==> config.mk <==
export PLATFORM = sky130hd
export DESIGN_NAME = mult_hilo_ctrl
export DESIGN_NICKNAME = d
export VERILOG_FILES = /design/src/rtl/mult_hilo_ctrl.sv
export SDC_FILE = /design/constraint.sdc
export NUM_CORES = 1
export LEC_CHECK = 0
export CAP_MARGIN = 0
export CORE_MARGIN = 2
export CORE_UTILIZATION = 43
export CTS_BUF_LIST = sky130_fd_sc_hd__clkbuf_4 sky130_fd_sc_hd__clkbuf_8
export CTS_CLUSTER_SIZE = 28
export DETAILED_ROUTE_END_ITERATION = 10
export GPL_TIMING_DRIVEN = 1
export HOLD_SLACK_MARGIN = 0.05
export PLACE_DENSITY_LB_ADDON = 0.2
export SETUP_SLACK_MARGIN = 0.3
export SYNTH_ARGS = -nofsm -noshare
export SYNTH_HDL_FRONTEND = slang
export SYNTH_SLANG_ARGS = --single-unit
==> constraint.sdc <==
create_clock -name clock -period 2 [get_ports clock]
set_input_delay 0.2 -clock clock [delete_from_list [all_inputs] [get_ports clock]]
set_output_delay 0.2 -clock clock [all_outputs]
set_load 0.05 [all_outputs]
==> src/rtl/mult_hilo_ctrl.sv <==
// Sequencer for a combinational multiplier plus the architectural HI/LO register pair.
// Define MULT_CTRL_MADD_EN to enable the MADD/MADDU accumulate opcodes (110/111).
module mult_hilo_ctrl #(
  parameter int NR_OF_BITS   = 32,
  parameter int MULT_LATENCY = 4
) (
  input  logic                  clock,
  input  logic                  reset,
  input  logic                  opValid,
  input  logic [2:0]            opCode,
  input  logic [NR_OF_BITS-1:0] opA,
  input  logic [NR_OF_BITS-1:0] opB,
  input  logic                  flush,
  output logic                  opReady,
  output logic [NR_OF_BITS-1:0] rdData,
  output logic                  rdValid,
  output logic                  busy,
  output logic [NR_OF_BITS-1:0] mulA,
  output logic [NR_OF_BITS-1:0] mulB,
  output logic                  mulSigned,
  output logic [NR_OF_BITS-1:0] mulCarryIn,
  input  logic [NR_OF_BITS-1:0] mulHigh,
  input  logic [NR_OF_BITS-1:0] mulLow,
  output logic [NR_OF_BITS-1:0] hi,
  output logic [NR_OF_BITS-1:0] lo
);
  localparam int N  = NR_OF_BITS;
  localparam int CW = (MULT_LATENCY > 1) ? $clog2(MULT_LATENCY) : 1;
  localparam logic [CW-1:0] CNT_INIT = CW'(MULT_LATENCY - 1);

  typedef enum logic {IDLE, RUN} state_t;

  state_t          state_q, state_d;
  logic [CW-1:0]   cnt_q, cnt_d;
  logic [N-1:0]    hi_q, hi_d, lo_q, lo_d;
  logic [N-1:0]    mula_q, mula_d, mulb_q, mulb_d;
  logic [N-1:0]    rd_dat_q, rd_dat_d;
  logic            sgn_q, sgn_d, rd_vld_q, rd_vld_d;
  logic            accept;
  logic [2*N-1:0]  commit_val;
`ifdef MULT_CTRL_MADD_EN
  logic            acc_q, acc_d;
`endif

  always_comb begin
    state_d    = state_q;
    cnt_d      = cnt_q;
    hi_d       = hi_q;
    lo_d       = lo_q;
    mula_d     = mula_q;
    mulb_d     = mulb_q;
    sgn_d      = sgn_q;
    rd_dat_d   = rd_dat_q;
    rd_vld_d   = 1'b0;
    opReady    = (state_q == IDLE);
    busy       = (state_q == RUN);
    accept     = opValid && (state_q == IDLE) && !flush;
`ifdef MULT_CTRL_MADD_EN
    acc_d      = acc_q;
    commit_val = acc_q ? ({hi_q, lo_q} + {mulHigh, mulLow}) : {mulHigh, mulLow};
`else
    commit_val = {mulHigh, mulLow};
`endif

    case (state_q)
      IDLE: begin
        if (accept) begin
          case (opCode)
            3'b000, 3'b001: begin
              mula_d  = opA;
              mulb_d  = opB;
              sgn_d   = opCode[0];
              cnt_d   = CNT_INIT;
              state_d = RUN;
`ifdef MULT_CTRL_MADD_EN
              acc_d   = 1'b0;
`endif
            end
            3'b010: begin
              rd_dat_d = hi_q;
              rd_vld_d = 1'b1;
            end
            3'b011: begin
              rd_dat_d = lo_q;
              rd_vld_d = 1'b1;
            end
            3'b100: hi_d = opA;
            3'b101: lo_d = opA;
`ifdef MULT_CTRL_MADD_EN
            3'b110, 3'b111: begin
              mula_d  = opA;
              mulb_d  = opB;
              sgn_d   = opCode[0];
              cnt_d   = CNT_INIT;
              state_d = RUN;
              acc_d   = 1'b1;
            end
`endif
            // Without the accumulate option, 110/111 are consumed as no-ops.
            default: ;
          endcase
        end
      end
      RUN: begin
        if (flush) begin
          state_d = IDLE;
          cnt_d   = '0;
        end else if (cnt_q == '0) begin
          {hi_d, lo_d} = commit_val;
          state_d      = IDLE;
        end else begin
          cnt_d = cnt_q - CW'(1);
        end
      end
      default: state_d = IDLE;
    endcase
  end

  always_ff @(posedge clock or negedge reset) begin
    if (!reset) begin
      state_q  <= IDLE;
      cnt_q    <= '0;
      hi_q     <= '0;
      lo_q     <= '0;
      mula_q   <= '0;
      mulb_q   <= '0;
      sgn_q    <= 1'b0;
      rd_dat_q <= '0;
      rd_vld_q <= 1'b0;
`ifdef MULT_CTRL_MADD_EN
      acc_q    <= 1'b0;
`endif
    end else begin
      state_q  <= state_d;
      cnt_q    <= cnt_d;
      hi_q     <= hi_d;
      lo_q     <= lo_d;
      mula_q   <= mula_d;
      mulb_q   <= mulb_d;
      sgn_q    <= sgn_d;
      rd_dat_q <= rd_dat_d;
      rd_vld_q <= rd_vld_d;
`ifdef MULT_CTRL_MADD_EN
      acc_q    <= acc_d;
`endif
    end
  end

  assign mulA       = mula_q;
  assign mulB       = mulb_q;
  assign mulSigned  = sgn_q;
  assign mulCarryIn = '0;
  assign rdData     = rd_dat_q;
  assign rdValid    = rd_vld_q;
  assign hi         = hi_q;
  assign lo         = lo_q;

endmodule
Run 1, met4 routing:
Scale: 3 px per um.
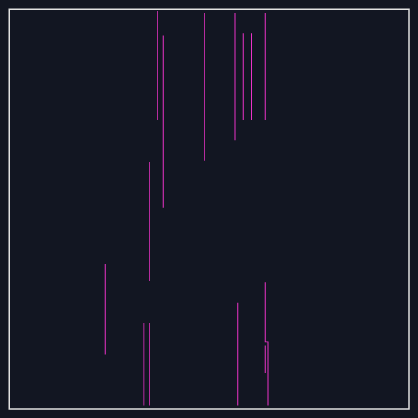
nets with wire on the layer = 13
main direction = vertical
detailed-route via count: 6607
routed wire length: 23300 um

Run 1, PDN straps and rails:
Scale: 4 px per um. Pins as bars on the die edge.
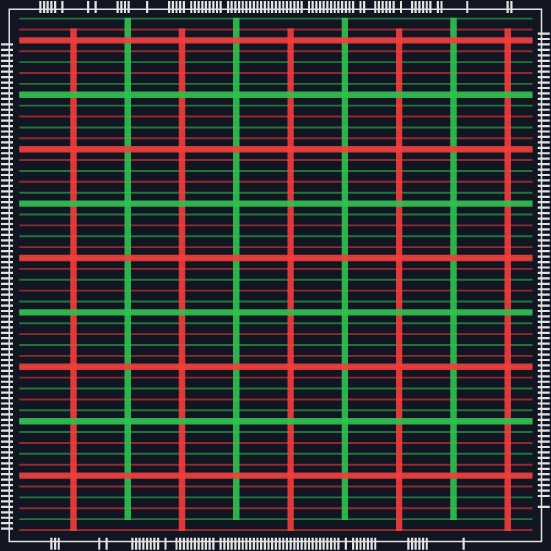
red -> VSS
green -> VDD
met1 rails = 48
rows = 47
signal pins = 331
Die Y: 133 um
Die X: 133 um
maximum vdd drop: 0.000606 V
Std-Cell Core Area: 16400 um^2

==> Slide: Implementation Results, run 1 <==
Flow Results at a Glance

Status
  • Status: completed

Critical path
  • CP Capture Point: mulA[19]$_DFFE_PN0P_
  • CP Data Required Time: 2.35 ns
  • Max FO, Critical Path: 14
  • Crit path DAT: 2.15 ns
  • Reg2Reg Setup Slack: 0.19 ns
  • Reg2Reg Capture Point: mulA[19]$_DFFE_PN0P_
  • Critical-path top delay cell: dfrtp_4
  • Crit-path leading delay family: simple AND/OR/NAND/NOR gates
  • CP endpoint kind: flip-flop
  • Setup CP Type: flip-flop to flip-flop
  • FF-to-FF path depth: 5

Final layout
  • Data buffer area share: 30.8%
  • # fillers: 1412
  • Layout cells sized above 1: 11.0%
  • Multi-input gate area: 2770 um^2
  • Post-Layout Inst Area: 11000 um^2
  • Antenna diodes: 0
  • Flop count: 165
  • Multi-input combinational area share: 25.2%
  • Area taken by flip-flops and latches: 4130 um^2
  • Tally of non-filler cells in the final layout: 1319
  • MI comb cells: 564
  • Flop share of the area: 37.6%
  • Clock buffers: 24
  • Synth-to-layout area growth: 54.2%

STA
  • Fin worst setup slack: 0.194 ns
  • Clock skew: 0.0120 ns
  • Min Tclk post-route: 1.81 ns
  • Hold Worst Slack: 0.197 ns
  • Relative slew slack: 59.9%
  • Slew @ Worst Pin: 0.604 ns
  • RSZ-0062 raised after global routing: yes
  • Hold Vio Cnt, Final: 0

CTS
  • Clock buffer depth: 2
  • Root buffer cell: clkbuf_8
  • Post-CTS setup repair buffer count: 1
  • Clock sink count: 165
  • H-tree levels: 4
  • Cts repair resizes: 174
  • Later-pin clock latency in the skew report: 0.45 ns
  • CTS tree: yes

Floorplanning
  • I/O pin total: 331
  • Row Count: 47
  • Die ar.: 17600 um^2
  • Tap Count: 220

Power
  • Power after layout: 14.7 mW
  • P_clk: 2.45 mW
  • Switch Pwr: 7.20 mW
  • Comb. pwr: 7.24 mW
  • Int Power: 7.52 mW
  • Switching part of the total power: 48.9%
  • Lkg Pwr: 5.40 nW
  • Combinational power share: 49.1%

Logic synthesis
  • Largest area contributor in the netlist: dfrtp_1
  • Main synth FF type: dfrtp_1
  • Ys async rst share: 100%
  • Number of synthesis warnings: 0
  • Most common cell in the synthesized netlist: nand2_1
  • Biggest area cells: dfrtp_1 58%, nand2_1 14%, a21oi_1 6.7%, buf_4 3.8%, o21ai_1 3.7%
  • Synth Cell Area: 7120 um^2
  • XOR/XNOR Fraction of Synth Area: 0%
  • Avg Synthesized Cell Area: 9.04 um^2
  • Post-synth top area share: 58.0%
  • Aoi share: 15.4%
  • Adder share: 0.176%

Routing
  • DR WL/cell: 17.7 um
  • Met3 routed WL: 1920 um
  • DR pass1 iterations: 4
  • Starting DRC count in detailed routing: 285
  • Met1 WL: 9540 um

Placed design
  • IO buf count: 298
  • Final RePlAce weighted congestion: 0.790
  • Post-DP Area: 10300 um^2
  • Dpl ws: -0.0713 ns

Global route
  • GRT Resource Usage Total: 25.7%
  • Grt peak-use layer: met2
  • Met2 usage: 41.7%
  • First-pass GRT wire length: 35300 um
  • Grt total ovfl: 0
Run 1, placement density heat map:
Scale: 2 px per um. 13 x 13 tiles, from white (low) to dark blue (high), 0 to 100% covered.
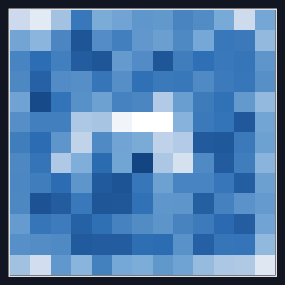
nearly empty tiles = 1.2%
tiles over 75% full = 18%
fullest tile = 92%
mean over tiles = 61%
fp_density: 43.4%
fin util: 66.9%

[run 1: worst reg2reg max path: cells and delay by family, from the launching register on]
| kind | cells | cell delay [ns] |
|---|---|---|
| AND/OR/NAND/NOR | 4 | 0.99 |
| flip-flops | 1 | 0.48 |
| buffers and inverters | 1 | 0.23 |
[run 1: how the worst min path moves through the flow]
stage | end
after floorplan | busy$_DFF_PN0_
after global placement | rdData[16]$_DFFE_PN0P_
after detailed placement | rdData[16]$_DFFE_PN0P_
after CTS | rdData[16]$_DFFE_PN0P_
after global routing | rdData[16]$_DFFE_PN0P_
final | rdData[16]$_DFFE_PN0P_
[run 1: sequential cells by signal, indices dropped and copies added (netlist names), 2 cells and up]
signal	cells
hi	32
lo	32
mulA	32
mulB	32
rdData	32
cnt_q	2
## Run 2: what changed since run 1
CORE_UTILIZATION = 39   (was 43)
clock period = 1.65 ns   (was 2 ns; I/O delays follow)
Run 2, PDN straps and rails:
Scale: 3 px per um. Pins as bars on the die edge.
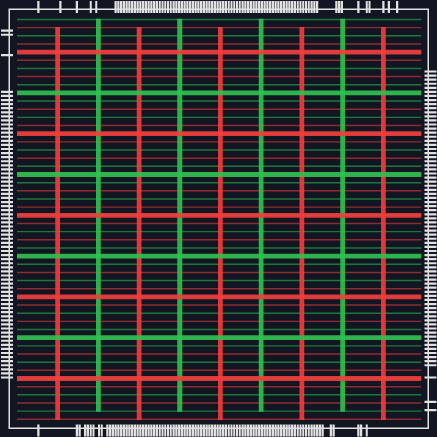
Die X: 139 um
Std-Cell Core Area: 18000 um^2
Die Y: 139 um
maximum vdd drop: 0.00147 V

==> Slide: Implementation Results, run 2 <==
Flow Results at a Glance

Logic synthesis
  • Post-synth top area share: 58.0% (unchanged)
  • Mux share: 0.140%
  • Avg Synthesized Cell Area: 9.04 um^2 (unchanged)
  • Most common cell in the synthesized netlist: nand2_1
  • Synth Cell Area: 7120 um^2 (unchanged)
  • Aoi share: 15.4% (unchanged)
  • XOR/XNOR Fraction of Synth Area: 0% (unchanged)
  • Largest area contributor in the netlist: dfrtp_1
  • Adder share: 0.176% (unchanged)
  • Synth Seq Share: 58.0%
  • Ys async rst share: 100% (unchanged)
  • Main synth FF type: dfrtp_1
  • Number of synthesis warnings: 0 (unchanged)
  • Biggest area cells: dfrtp_1 58%, nand2_1 14%, a21oi_1 6.7%, buf_4 3.8%, o21ai_1 3.7%

CTS
  • Clock sink count: 165 (unchanged)
  • CTS tree: yes
  • H-tree levels: 4 (unchanged)
  • Root buffer cell: clkbuf_8
  • Cts repair resizes: 70 (-60%)
  • Clock buffer depth: 2 (unchanged)
  • Post-CTS setup repair buffer count: 4 (+3)

Routing
  • Detailed-route via count: 6883 (+4.2%)
  • Routed wire length: 26100 um (+12%)
  • DR WL/cell: 19.3 um (+9.4%)
  • Starting DRC count in detailed routing: 370 (+30%)

Final layout
  • MI comb cells: 564 (unchanged)
  • Flop count: 165 (unchanged)
  • Clock buffers: 20 (-17%)
  • Flop share of the area: 35.5% (-2.1 points)
  • Synth-to-layout area growth: 63.3%
  • Data buffer area share: 30.0% (-0.81 points)
  • Antenna diodes: 1 (+1)
  • # fillers: 1484 (+5.1%)
  • Multi-input combinational area share: 28.3% (+3.1 points)
  • Post-Layout Inst Area: 11600 um^2 (+5.9%)
  • Fin util: 64.8% (-2.2 points)
  • Area taken by flip-flops and latches: 4130 um^2 (unchanged)
  • Layout cells sized above 1: 37.4% (+26 points)
  • Tally of non-filler cells in the final layout: 1349 (+2.3%)

Floorplanning
  • I/O pin total: 331 (unchanged)
  • Row Count: 49 (+4.3%)
  • Tap Count: 229 (+4.1%)
  • Fp_density: 39.7% (-3.8 points)
  • Die ar.: 19400 um^2 (+9.9%)

Critical path
  • CP endpoint kind: flip-flop
  • Setup CP Type: flip-flop to flip-flop
  • CP Launch Point: busy$_DFF_PN0_
  • Max FO, Critical Path: 7 (-7)
  • Crit path DAT: 2.16 ns (about the same)
  • CP Data Required Time: 2.02 ns (-0.33 ns)
  • Critical-path top delay cell: dfrtp_4

Status
  • Failing checks: negative setup slack
  • Status: finished, violations left

Power
  • Int Power: 9.88 mW (+31%)
  • Lkg Pwr: 5.45 nW (+1.1%)
  • Comb. pwr: 9.74 mW (+35%)
  • Power after layout: 19.3 mW (+31%)
  • Switch Pwr: 9.38 mW (+30%)
  • Combinational power share: 50.5% (+1.4 points)

Placed design
  • Dpl ws: -0.419 ns (-0.347 ns)
  • Final HPWL DP: 16100 um
  • Cells after DPL: 1290
  • Final RePlAce weighted congestion: 0.857 (+8.5%)
  • Post-DP Area: 10000 um^2 (-3.2%)
  • IO buf count: 298 (unchanged)

Global route
  • First-pass GRT wire length: 37400 um (+5.9%)
  • GRT Resource Usage Total: 25.0% (-0.77 points)
  • Grt total ovfl: 0 (unchanged)

STA
  • Final Setup Violations: 165
  • Hold Vio Cnt, Final: 0 (unchanged)
  • RSZ-0062 raised after global routing: yes
  • Min Tclk post-route: 1.79 ns (-0.0164 ns)
  • Hold Worst Slack: 0.123 ns (-0.0737 ns)
  • Fin worst setup slack: -0.140 ns (-0.334 ns)
Run 2, clock network drawn from the DEF:
Scale: 4 px per um.
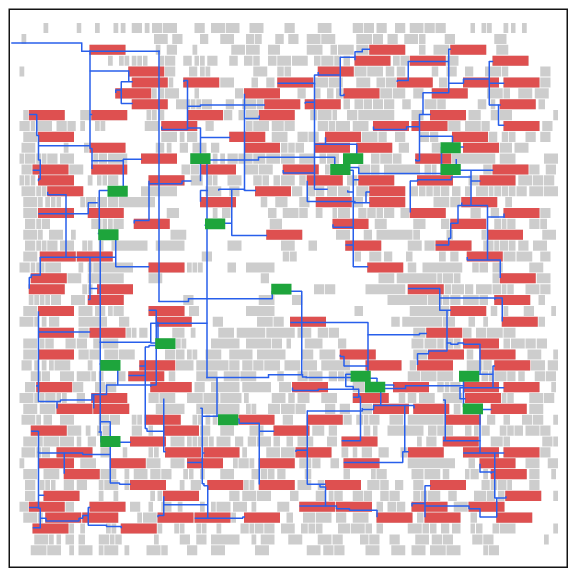
blue -> clock wires  # length 2040 um
red -> flip-flops  # count 165
green -> clock drivers  # count 17
flops lie = all over the die
clock skew: 0.0148 ns
P_clk: 3.06 mW
power share of the clock group: 15.9%
later-pin clock latency in the skew report: 0.46 ns

[run 2: worst max-delay path, delay by kind of cell, from the launching register on]
family	cells	cell delay [ns]
compound gates	1	0.16
flops	1	0.48
simple gates	2	0.86
buf+inv	1	0.20
[run 2: path summary, 6_finish.rpt]
kind	to	slack [ns]	depth (start not counted)
max	cnt_q[0]$_DFFE_PN0P_	-0.14	4
max reg2reg	cnt_q[0]$_DFFE_PN0P_	-0.14	4
min in group clock	mulB[9]$_DFFE_PN0P_	0.23	3
min	mulB[17]$_DFFE_PN0P_	0.12	2
max in group asynchronous	lo[15]$_DFFE_PN0P_	0.87	3
min reg2reg	mulB[13]$_DFFE_PN0P_	0.47	2
[run 2: routing by layer]
metal	routed length (um)	track usage (%)
met5	0	0
met1	10900	33.9
met4	719	8.77
met3	1770	6.53
met2	12700	39.0
Power is estimated from default activity; no workload was simulated.
